$ cat src/rtl/mux_scanner.sv
// Scans an external 8:1 mux: steps sel through channels 0..7, waits SETTLE
// cycles after each select change, samples mux_in, and publishes all 8 bits at once.
module mux_scanner #(
  parameter int unsigned SETTLE    = 1,
  parameter bit          LSB_FIRST = 1
) (
  input  logic       clk,
  input  logic       rst_n,
  input  logic       start,
  input  logic       mux_in,
  output logic [2:0] sel,
  output logic       busy,
  output logic       done,
  output logic [7:0] data
);

  typedef enum logic [1:0] {S_IDLE, S_SETTLE, S_SAMPLE, S_DONE} state_t;

  localparam logic [3:0] SETTLE_LAST = (SETTLE == 0) ? 4'd0 : 4'(SETTLE - 1);
  // With no settle time, every select change goes straight to sampling.
  localparam state_t     AFTER_SEL   = (SETTLE == 0) ? S_SAMPLE : S_SETTLE;

  state_t     state_q;
  logic [3:0] cnt_q;
  logic [2:0] sel_q;
  logic       busy_q, done_q;
  logic [7:0] shadow_q, data_q;
  logic [7:0] shadow_d, data_d;

  // Channel-7 bit must reach data at the same edge it is sampled.
  always_comb begin
    shadow_d = shadow_q;
    shadow_d[sel_q] = mux_in;
    for (int i = 0; i < 8; i++)
      data_d[i] = LSB_FIRST ? shadow_d[i] : shadow_d[7-i];
  end

  always_ff @(posedge clk or negedge rst_n) begin
    if (!rst_n) begin
      state_q  <= S_IDLE;
      cnt_q    <= 4'd0;
      sel_q    <= 3'd0;
      busy_q   <= 1'b0;
      done_q   <= 1'b0;
      shadow_q <= 8'h00;
      data_q   <= 8'h00;
    end else begin
      case (state_q)
        S_IDLE: if (start) begin
          sel_q   <= 3'd0;
          busy_q  <= 1'b1;
          cnt_q   <= 4'd0;
          state_q <= AFTER_SEL;
        end
        S_SETTLE: if (cnt_q == SETTLE_LAST) begin
          cnt_q   <= 4'd0;
          state_q <= S_SAMPLE;
        end else begin
          cnt_q   <= cnt_q + 4'd1;
        end
        S_SAMPLE: begin
          shadow_q <= shadow_d;
          if (sel_q == 3'd7) begin
            data_q  <= data_d;
            busy_q  <= 1'b0;
            done_q  <= 1'b1;
            state_q <= S_DONE;
          end else begin
            sel_q   <= sel_q + 3'd1;
            state_q <= AFTER_SEL;
          end
        end
        default: begin
          done_q  <= 1'b0;
          state_q <= S_IDLE;
        end
      endcase
    end
  end

  assign sel  = sel_q;
  assign busy = busy_q;
  assign done = done_q;
  assign data = data_q;

endmodule

$ cat config.mk
export PLATFORM = sky130hd
export DESIGN_NAME = mux_scanner
export DESIGN_NICKNAME = d
export VERILOG_FILES = /design/src/rtl/mux_scanner.sv
export SDC_FILE = /design/constraint.sdc
export NUM_CORES = 1
export LEC_CHECK = 0
export CORE_ASPECT_RATIO = 0.9
export CORE_MARGIN = 2
export CORE_UTILIZATION = 54
export DETAILED_ROUTE_END_ITERATION = 8
export GPL_TIMING_DRIVEN = 0
export PLACE_DENSITY_LB_ADDON = 0.08
export SYNTH_ARGS = -nofsm -noshare
export SYNTH_HDL_FRONTEND = slang
export SYNTH_SLANG_ARGS = --single-unit
$ cat constraint.sdc
create_clock -name clk -period 2.32 [get_ports clk]
set_clock_uncertainty 0.2 [all_clocks]
set_input_delay 0.464 -clock clk [delete_from_list [all_inputs] [get_ports clk]]
set_output_delay 0.464 -clock clk [all_outputs]
set_load 0.005 [all_outputs]
### Signal wires on met1, run 1

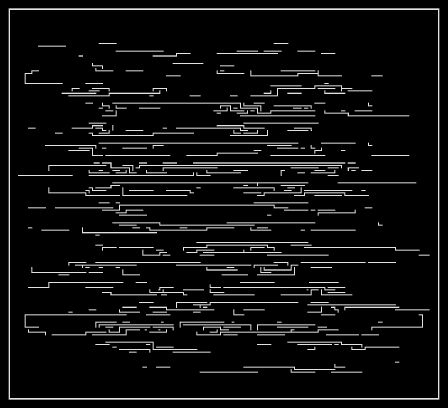
The layer holds 50% of the routed length. The layer carries 1380 microns of wire. 141 nets have wire on it. The wires run mostly horizontal. The longest straight run is 27.6 microns.
routed vias: 1026
M1 GR Usage: 29.28%
Total Wirelength: 2755 microns

### Metal 2, run 1

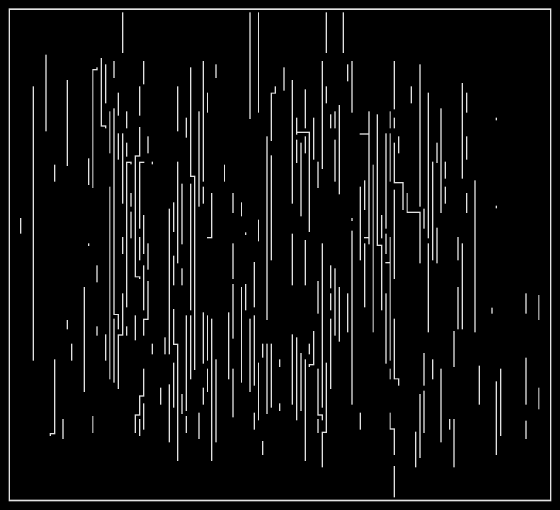
The longest straight run is 29.6 microns. 131 nets have wire on it. The wires run mostly vertical.
M2 GR Usage: 35.58%

==> flow_summary.json, run 1 <==
{
  "ys_seq_elements": 27,
  "antenna_found_initial": 0,
  "crit_arrival_ns": 1.48,
  "rrSetupSlack_ns": 0.37,
  "p_sw_uw": 516.0,
  "cts-buffers-inserted": 3,
  "drtPass1Iterations": 4,
  "slew_violations": 0,
  "rows": 17,
  "ant_nets": 0,
  "nClkBuffers": 3,
  "syn_avg_cell_area_sq_um": 11.01,
  "synth_cells": 131,
  "synth_warnings": 0,
  "cp-start-kind": "register",
  "dp_hpwl_microns": 1956,
  "timing.hold.ws_ns": 0.3272,
  "regArea_sq_um": 675.6,
  "setup_slack_ns": 0.1742,
  "tool_warnings": 28,
  "pwr-share-clk_pct": 14.1,
  "avgViaCountPerCell": 5.700,
  "die-area_sq_um": 3101,
  "simple_gate_area_share_pct": 16.13,
  "postSynthSeqShare_pct": 46.83,
  "largest_cell_class": "combinational gates",
  "swShare_pct": 35.21,
  "nNonClkBuffers": 25,
  "yosysUniqueCellTypes": 36,
  "pg_clk_uw": 206,
  "hp-class": "register to register",
  "routed.top_layer": "met4",
  "htreeDepth": 1,
  "ys_cells": 131,
  "async_reset_ff_share_pct": 100.0,
  "final_common_cell": "dfrtp_1",
  "criticalPathCategory": "register to output pin",
  "grt_max_degree": 28,
  "cts_buffer_depth": 2,
  "cts_sinks": 27,
  "die_width_microns": 58.48,
  "fmax_ghz": 0.4660,
  "drt_first_iter_violations": 36,
  "seq-power_uw": 647,
  "vdd_drop_max_uv": 698.8,
  "synthMuxAreaShare_pct": 9.454,
  "area_leaders": "dfrtp_1, ha_1, mux2_4",
  "n_antenna_cell": 0,
  "setup-violations-final": 0,
  "cp_num_buf_inv": 1,
  "rsz0062_at_grt": "no",
  "yosysTopAreaCellShare_pct": 46.83,
  "fillers": 207,
  "finalNetCount": 162,
  "most-common-layout-cells": "dfrtp_1, clkdlybuf4s50_1, o21ai_0, nand2_1, nor2_1",
  "clock_area_share_pct": 1.648,
  "placed_area_sq_um": 1638,
  "yosys-stat-area_sq_um": 1443,
  "first_global_vias": 1030,
  "flops": 27,
  "dr_wl_met3_microns": 91,
  "cp-end-kind": "output pin",
  "final.period_utilization_pct": 92.49,
  "p_leak_uw": 0.0007532,
  "power.density_nw_per_um2": 877.2,
  "comb_share_pct": 40.52,
  "clk_latency_ns": 0.33,
  "clkSlewWorstSetupHoldPaths_ns": 0.14,
  "crit_start": "sel[1]",
  "drc": 0,
  "fin_area_sq_um": 1670,
  "die_h_microns": 53.04,
  "logic_gate_count": 91,
  "tightest_slew_ns": 0.6024,
  "syn_area_sq_um": 1443,
  "combGateArea_sq_um": 676.9,
  "nNonClkInverters": 5,
  "setup-tns-final_ns": 0,
  "max_slew_margin_pct": 59.84,
  "wl_met2_microns": 1256,
  "worst_r2r_startpoint": "sel[1]",
  "placed_cells": 175,
  "fp_util_pct": 57.97,
  "grt_pass1_wl_microns": 4912,
  "grt-ovfl-total": 0,
  "routabilityCongestion": 0.7936,
  "seq_share_pct": 40.45,
  "core_area_sq_um": 2489,
  "outcome": "finished, final reports clean",
  "dp_slack_ns": 0.2074,
  "synthesis.nets": 140,
  "crit_path_max_incr_delay_ns": 0.58,
  "internal_power_uw": 949.3,
  "critPathRequiredTime_ns": 1.66,
  "cts_root_buf": "clkbuf_4",
  "comb_power_share_pct": 41.7,
  "wl_met1_microns": 1380,
  "adder_share_pct": 4.337,
  "cts_hold_buf": 0,
  "hold_viol_final": 0,
  "edf_count": 0,
  "post_cts_buffers": 0,
  "critPathMaxFanout": 7,
  "hold_start": "shadow_q[6]",
  "top_power_group": "sequential cells",
  "well_tap_count": 28,
  "stdcell_count": 180
}
### Met3 routing, run 1

Bar = 20 microns.
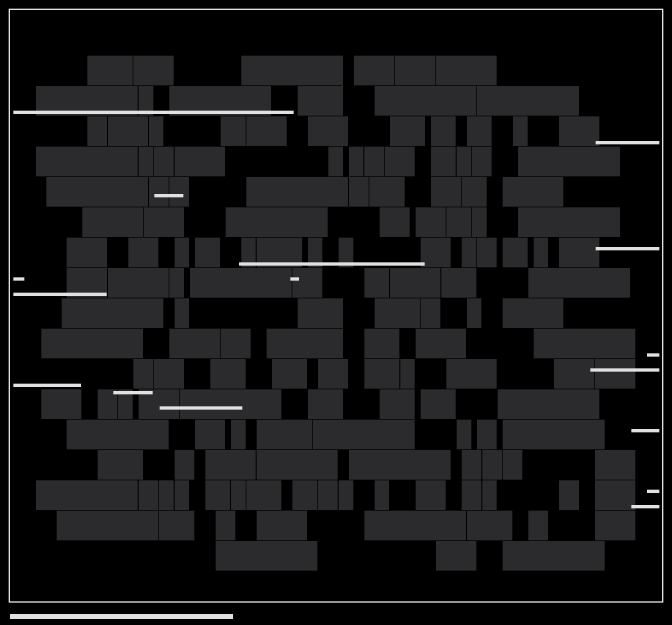
14 nets have wire on it. The longest straight run is 24.8 microns. The layer holds 3.3% of the routed length.
met3 Use GR: 5.379%

### Congestion heat map, run 1

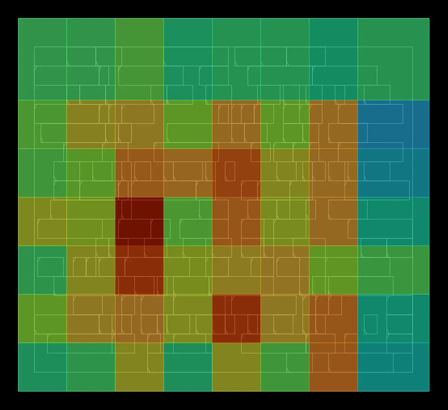
Tot GR Track Use: 21.78%
utilization after layout: 67.12%
most used routing layer: met2
wire length per cell: 15.31 microns

[run 1: final timing paths]
path                       cells past startpoint          end
max in group asynchronous                      2      data[3]
min in group asynchronous                      2         busy
hold / removal                                 1  shadow_q[6]
hold reg to reg                                1  shadow_q[6]
setup reg to reg                               5       sel[0]
setup / recovery                               1       sel[1]
[run 1: synth_stat cells (2+ instances only)]
library cell and number:
buf_6 2, nand2_1 11, a21boi_0 2, nor2_1 10
o22a_1 2, mux2_4 4, inv_1 5, a21oi_1 5
mux2i_1 2, nor2b_1 4, nand2b_1 3, dfrtp_1 27
nand3_1 3, buf_4 4, a22o_1 6, o21ai_0 11
mux2_2 5, ha_1 5, a31oi_1 3
[run 1: registers in the layout (all words and copies together) (netlist names)]
register and flops:
busy 1, done 1, data 8, state_q 2, shadow_q 8, sel 3
cnt_q 4
==> run 2, diff against run 1 <==
clock period = 2.1 ns   (was 2.32 ns; I/O delays follow)
### Congestion heat map, run 2

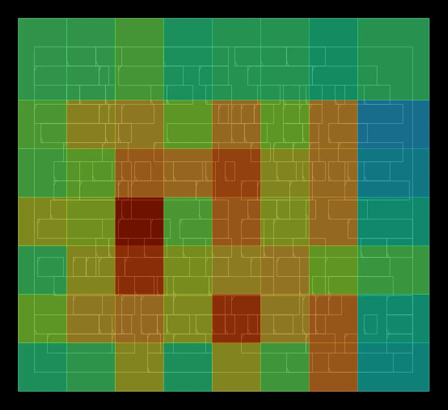
utilization after layout: 67.17%

==> run 2 against run 1 <==
Effect of this change:
- die size is the same
- flip-flop count is the same
- highest routed layer unchanged
- clock power grew 11%
- cell area is essentially flat
- wire length is the same
- critical endpoint unchanged
- largest cell class is now registers
- non-clock buffer count is the same
- global-route usage is the same
==> flow_summary.json, run 2 <==
{
  "wl_met1_microns": 1380,
  "drtPass1Iterations": 4,
  "hold_viol_final": 0,
  "max_slew_margin_pct": 59.84,
  "post_cts_buffers": 0,
  "vdd_drop_max_uv": 772.3,
  "tightest_slew_ns": 0.6023,
  "edf_count": 0,
  "p_leak_uw": 0.0007518,
  "syn_avg_cell_area_sq_um": 11.01,
  "placed_cells": 175,
  "ys_seq_elements": 27,
  "simple_gate_area_share_pct": 16.13,
  "wl_met2_microns": 1256,
  "area_leaders": "dfrtp_1, ha_1, mux2_4",
  "synth_cells": 131,
  "first_global_vias": 1030,
  "hold_depth": 1,
  "cts_sinks": 27,
  "adder_share_pct": 4.337,
  "most-common-layout-cells": "dfrtp_1, clkdlybuf4s50_1, o21ai_0, nand2_1, nor2_1",
  "cp-end-kind": "output pin",
  "crit_path_end": "sel[1]",
  "rsz0062_at_grt": "no",
  "routabilityCongestion": 0.7936,
  "die_h_microns": 53.04,
  "xor_share_pct": 0.6071,
  "grt_max_degree": 28,
  "timing.hold.ws_ns": 0.3272,
  "wl_per_cell_microns": 15.31,
  "routed.top_layer": "met4",
  "fmax_ghz": 0.5021,
  "async_reset_ff_share_pct": 100.0,
  "ys_cells": 131,
  "yosys-stat-area_sq_um": 1443,
  "fp_util_pct": 57.97,
  "yosysTopAreaCellShare_pct": 46.83,
  "clk_latency_ns": 0.33,
  "tool_warnings": 28,
  "cp_num_buf_inv": 1,
  "criticalPathCategory": "register to output pin",
  "drc": 0,
  "worst_r2r_startpoint": "sel[1]",
  "avgViaCountPerCell": 5.700,
  "fillers": 207,
  "slew_violations": 0,
  "pin_count": 17,
  "wirelength_microns": 2755,
  "yosysUniqueCellTypes": 36,
  "outcome": "finished, final reports clean",
  "drive_above_1_share_pct": 19.74,
  "final.period_utilization_pct": 94.85,
  "fin_area_sq_um": 1672,
  "critPathMaxFanout": 7,
  "use_met2_pct": 35.58,
  "htreeDepth": 1,
  "die_width_microns": 58.48,
  "grt_pass1_wl_microns": 4912,
  "grt-ovfl-total": 0,
  "die-area_sq_um": 3101,
  "crit_path_max_incr_delay_ns": 0.54,
  "postSynthSeqShare_pct": 46.83,
  "grt.busiest_layer": "met2",
  "ant_nets": 0,
  "crit_arrival_ns": 1.37,
  "setup-tns-final_ns": 0,
  "crit_start": "sel[1]",
  "finalPower_uw": 1620,
  "syn_area_sq_um": 1443,
  "cts_root_buf": "clkbuf_4",
  "synth_warnings": 0,
  "post-synth-top-count-cell": "dfrtp_1",
  "cp.depth": 1,
  "synthMuxAreaShare_pct": 9.454,
  "grtUsageMet3_pct": 5.379,
  "drt_first_iter_violations": 36,
  "grt_use_total_pct": 21.78,
  "antenna_found_initial": 0,
  "clkSlewWorstSetupHoldPaths_ns": 0.14,
  "hp-class": "register to register",
  "cp-start-kind": "register",
  "finalNetCount": 162,
  "top_cells_by_count": "dfrtp_1, nand2_1, o21ai_0, nor2_1, a22o_1",
  "r2r_end": "state_q[1]",
  "dr_wl_met3_microns": 91,
  "vias": 1026,
  "hold_end": "shadow_q[6]",
  "power.density_nw_per_um2": 969.2,
  "reg2reg_depth": 6,
  "critPathRequiredTime_ns": 1.48,
  "synthesis.nets": 140
}
### Register map, names as in the netlist, run 2

Bar = 20 microns.
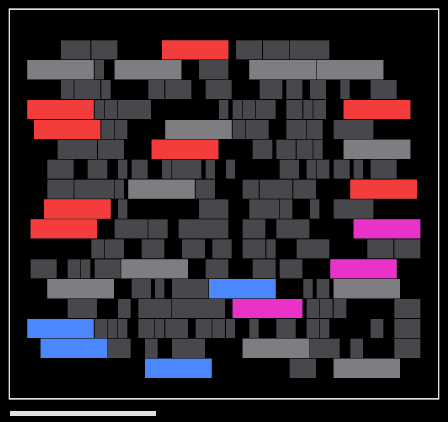
Key: cnt_q = blue [sequential cells 4]; sel = magenta [sequential cells 3]; shadow_q = red [sequential cells 8]
Another 12 sequential cells are not colored.
flop share of the area: 40.49%
FF+latch area: 676.9 sq um
total sequential power: 716 uW

## run 2: power by group
part	switching, uW	internal [uW]
Clock	156	71.7
Sequential	88.8	627
Combinational	325	351
Total	570	1050
## run 2: area by class of cell
class,instances,share of cell area [%]
Inverter,5,1.123
Multi-Input combinational cell,91,40.49
Timing Repair Buffer,17,9.880
Buffer,8,4.266
Clock inverter,1,0.2994
Sequential cell,27,40.49
Tap cell,28,2.096
Clock buffer,3,1.347
## run 2: through the flow
step                setup slack (ns)  utilization, %
global placement             0.05542           65.81
floorplan                     0.3282               -
CTS                          0.09503           66.97
finish                        0.1082           67.17
detailed placement           0.03140           65.81
global route                0.008136           67.17
## run 2: repair_timing
item                                    CTS  global route
hold endpoints to repair                  0            27
hold buffers                              0             1
endpoints found under the setup margin    1             0
resized                                   1             0
==> run 3, diff against run 2 <==
PLACE_DENSITY = 0.81   (was default)
PLACE_DENSITY_LB_ADDON = default   (was 0.08)
### Metal 2, run 3

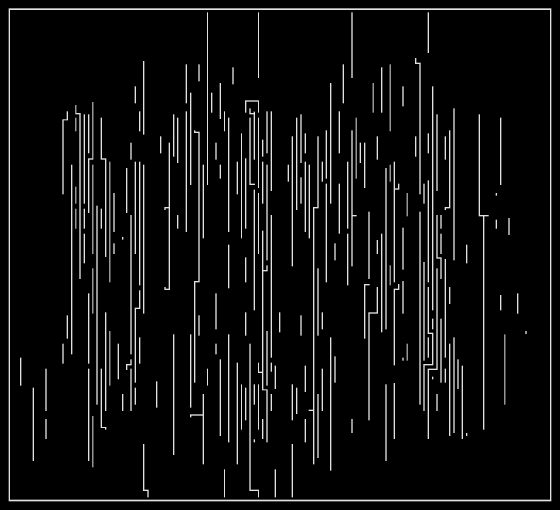
The wires run mostly vertical. The longest straight run is 27.7 microns. The layer holds 53% of the routed length.
M2 GR Usage: 38.76%
routed vias: 1021

==> run 3 against run 2 <==
Effect of this change:
- critical path depth unchanged
- area after synthesis unchanged
- power decreased by 0.62%
- first-iteration DRC count decreased by 25%
- largest cell class unchanged
==> flow_summary.json, run 3 <==
{
  "outcome": "finished, final reports clean",
  "stdcell_count": 179,
  "die_h_microns": 53.04,
  "grt-ovfl-total": 0,
  "crit_path_end": "sel[2]",
  "synthMuxAreaShare_pct": 9.454,
  "wl_per_cell_microns": 14.78,
  "fmax_ghz": 0.4992,
  "synth_warnings": 0,
  "critPathMaxFanout": 8,
  "yosys-stat-area_sq_um": 1443,
  "comb_power_share_pct": 41.6,
  "critPathRequiredTime_ns": 1.48,
  "p_sw_uw": 557.1,
  "antenna_found_initial": 0,
  "setup-violations-final": 0,
  "r2r_end": "state_q[1]",
  "dp_slack_ns": 0.03171,
  "worst_r2r_startpoint": "sel[1]",
  "cp-start-kind": "register",
  "top_power_group": "sequential cells",
  "cp-end-kind": "output pin",
  "slew_violations": 0,
  "setup_slack_ns": 0.09677,
  "power.density_nw_per_um2": 966.7,
  "ant_nets": 0,
  "crit_path_max_incr_delay_ns": 0.55,
  "final_common_cell": "dfrtp_1",
  "hold_depth": 1,
  "async_reset_ff_share_pct": 100.0,
  "drive_above_1_share_pct": 18.54,
  "comb_cell_power_uw": 669,
  "min_period_ns": 2.003,
  "synthesis.nets": 140,
  "tightest_slew_ns": 1.168,
  "cp.depth": 1,
  "xor_share_pct": 0.6071,
  "max_slew_margin_pct": 21.91,
  "grt_use_total_pct": 20.35,
  "placed_cells": 175,
  "criticalPathCategory": "register to output pin",
  "rows": 17,
  "swShare_pct": 34.61,
  "cts_root_buf": "clkbuf_4",
  "grt_max_degree": 28,
  "fin_area_sq_um": 1665,
  "area_leaders": "dfrtp_1, ha_1, mux2_4",
  "clkSlewWorstSetupHoldPaths_ns": 0.14,
  "hp-class": "register to register",
  "top_logic_kind": "AND-OR/OR-AND gates",
  "post_cts_buffers": 0,
  "pin_count": 17,
  "die_width_microns": 58.48,
  "yosysTopAreaCellShare_pct": 46.83,
  "grt_pass1_wl_microns": 4554,
  "cts_buffer_depth": 2,
  "most-common-layout-cells": "dfrtp_1, clkdlybuf4s50_1, o21ai_0, nand2_1, nor2_1",
  "hold_end": "shadow_q[3]",
  "drc": 0,
  "n_antenna_cell": 0,
  "yosysUniqueCellTypes": 36,
  "cts_sinks": 27,
  "ys_seq_elements": 27,
  "first_global_vias": 1031,
  "syn_avg_cell_area_sq_um": 11.01,
  "top_cells_by_count": "dfrtp_1, nand2_1, o21ai_0, nor2_1, a22o_1",
  "ys_cells": 131,
  "crit_arrival_ns": 1.38,
  "crit_start": "sel[2]",
  "rrSetupSlack_ns": 0.25,
  "synth_cells": 131,
  "vdd_drop_max_uv": 596.4,
  "simple_gate_area_share_pct": 16.13,
  "clk_latency_ns": 0.32,
  "pwr-share-clk_pct": 13.7,
  "drt_first_iter_violations": 27,
  "dp_hpwl_microns": 1977,
  "final.period_utilization_pct": 95.39,
  "finalNetCount": 161,
  "finalPower_uw": 1610,
  "cts-buffers-inserted": 3,
  "core_area_sq_um": 2489,
  "die-area_sq_um": 3101,
  "drtPass1Iterations": 4,
  "seqPwrFrac_pct": 44.8,
  "pg_clk_uw": 220,
  "placed_area_sq_um": 1638,
  "htreeDepth": 1,
  "adder_share_pct": 4.337,
  "wirelength_microns": 2645,
  "reg2reg_depth": 6,
  "hold_viol_final": 0,
  "cp_num_buf_inv": 1,
  "p_leak_uw": 0.0007448,
  "post-synth-top-count-cell": "dfrtp_1",
  "rsz0062_at_grt": "no",
  "edf_count": 0,
  "routabilityCongestion": 0.7733,
  "syn_area_sq_um": 1443,
  "aoi_share_pct": 16.39,
  "internal_power_uw": 1053,
  "hold_start": "shadow_q[3]",
  "avgViaCountPerCell": 5.704,
  "tool_warnings": 28,
  "postSynthSeqShare_pct": 46.83,
  "setup-tns-final_ns": 0
}
### Register map, names as in the netlist, run 3

Bar = 20 microns.
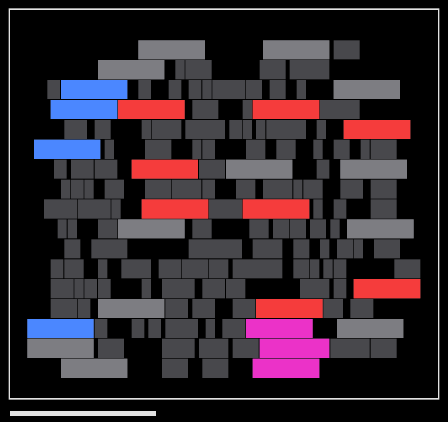
Key: sel = magenta [sequential cells 3]; shadow_q = red [sequential cells 8]; cnt_q = blue [sequential cells 4]
utilization after layout: 66.92%
total sequential power: 721 uW
flop share of the area: 40.65%

==> run 3: cell counts after synthesis <==
Identical to the previous run, type by type.
==> run 3: area by class of cell <==
class	count	area, sq um
inverter	5	18.77
timing repair buffer	16	160.2
tap	28	35.03
buffer	8	71.32
multi-input combinational	91	676.9
sequential	27	676.9
clock buffer	4	26.28
fill	228	823.3
==> run 3: timing repair <==
action / in CTS / in global routing
endpoints found under the hold margin: 0 / 0
hold buffers: 0 / 0
gates resized: 1 / 0
setup endpoints to repair: 1 / 0
==> run 3: per-layer routing <==
| layer | up-vias | track usage (%) | part of all wire, % |
|---|---|---|---|
| li1 | 498 | - | - |
| met1 | 502 | 21.65 | 42 |
| met2 | 17 | 38.76 | 53 |
| met3 | 4 | 5.379 | 3.8 |
| met4 | 0 | 6.589 | 0.95 |
| met5 | - | 0 | 0 |
Power is estimated from default activity; no workload was simulated.
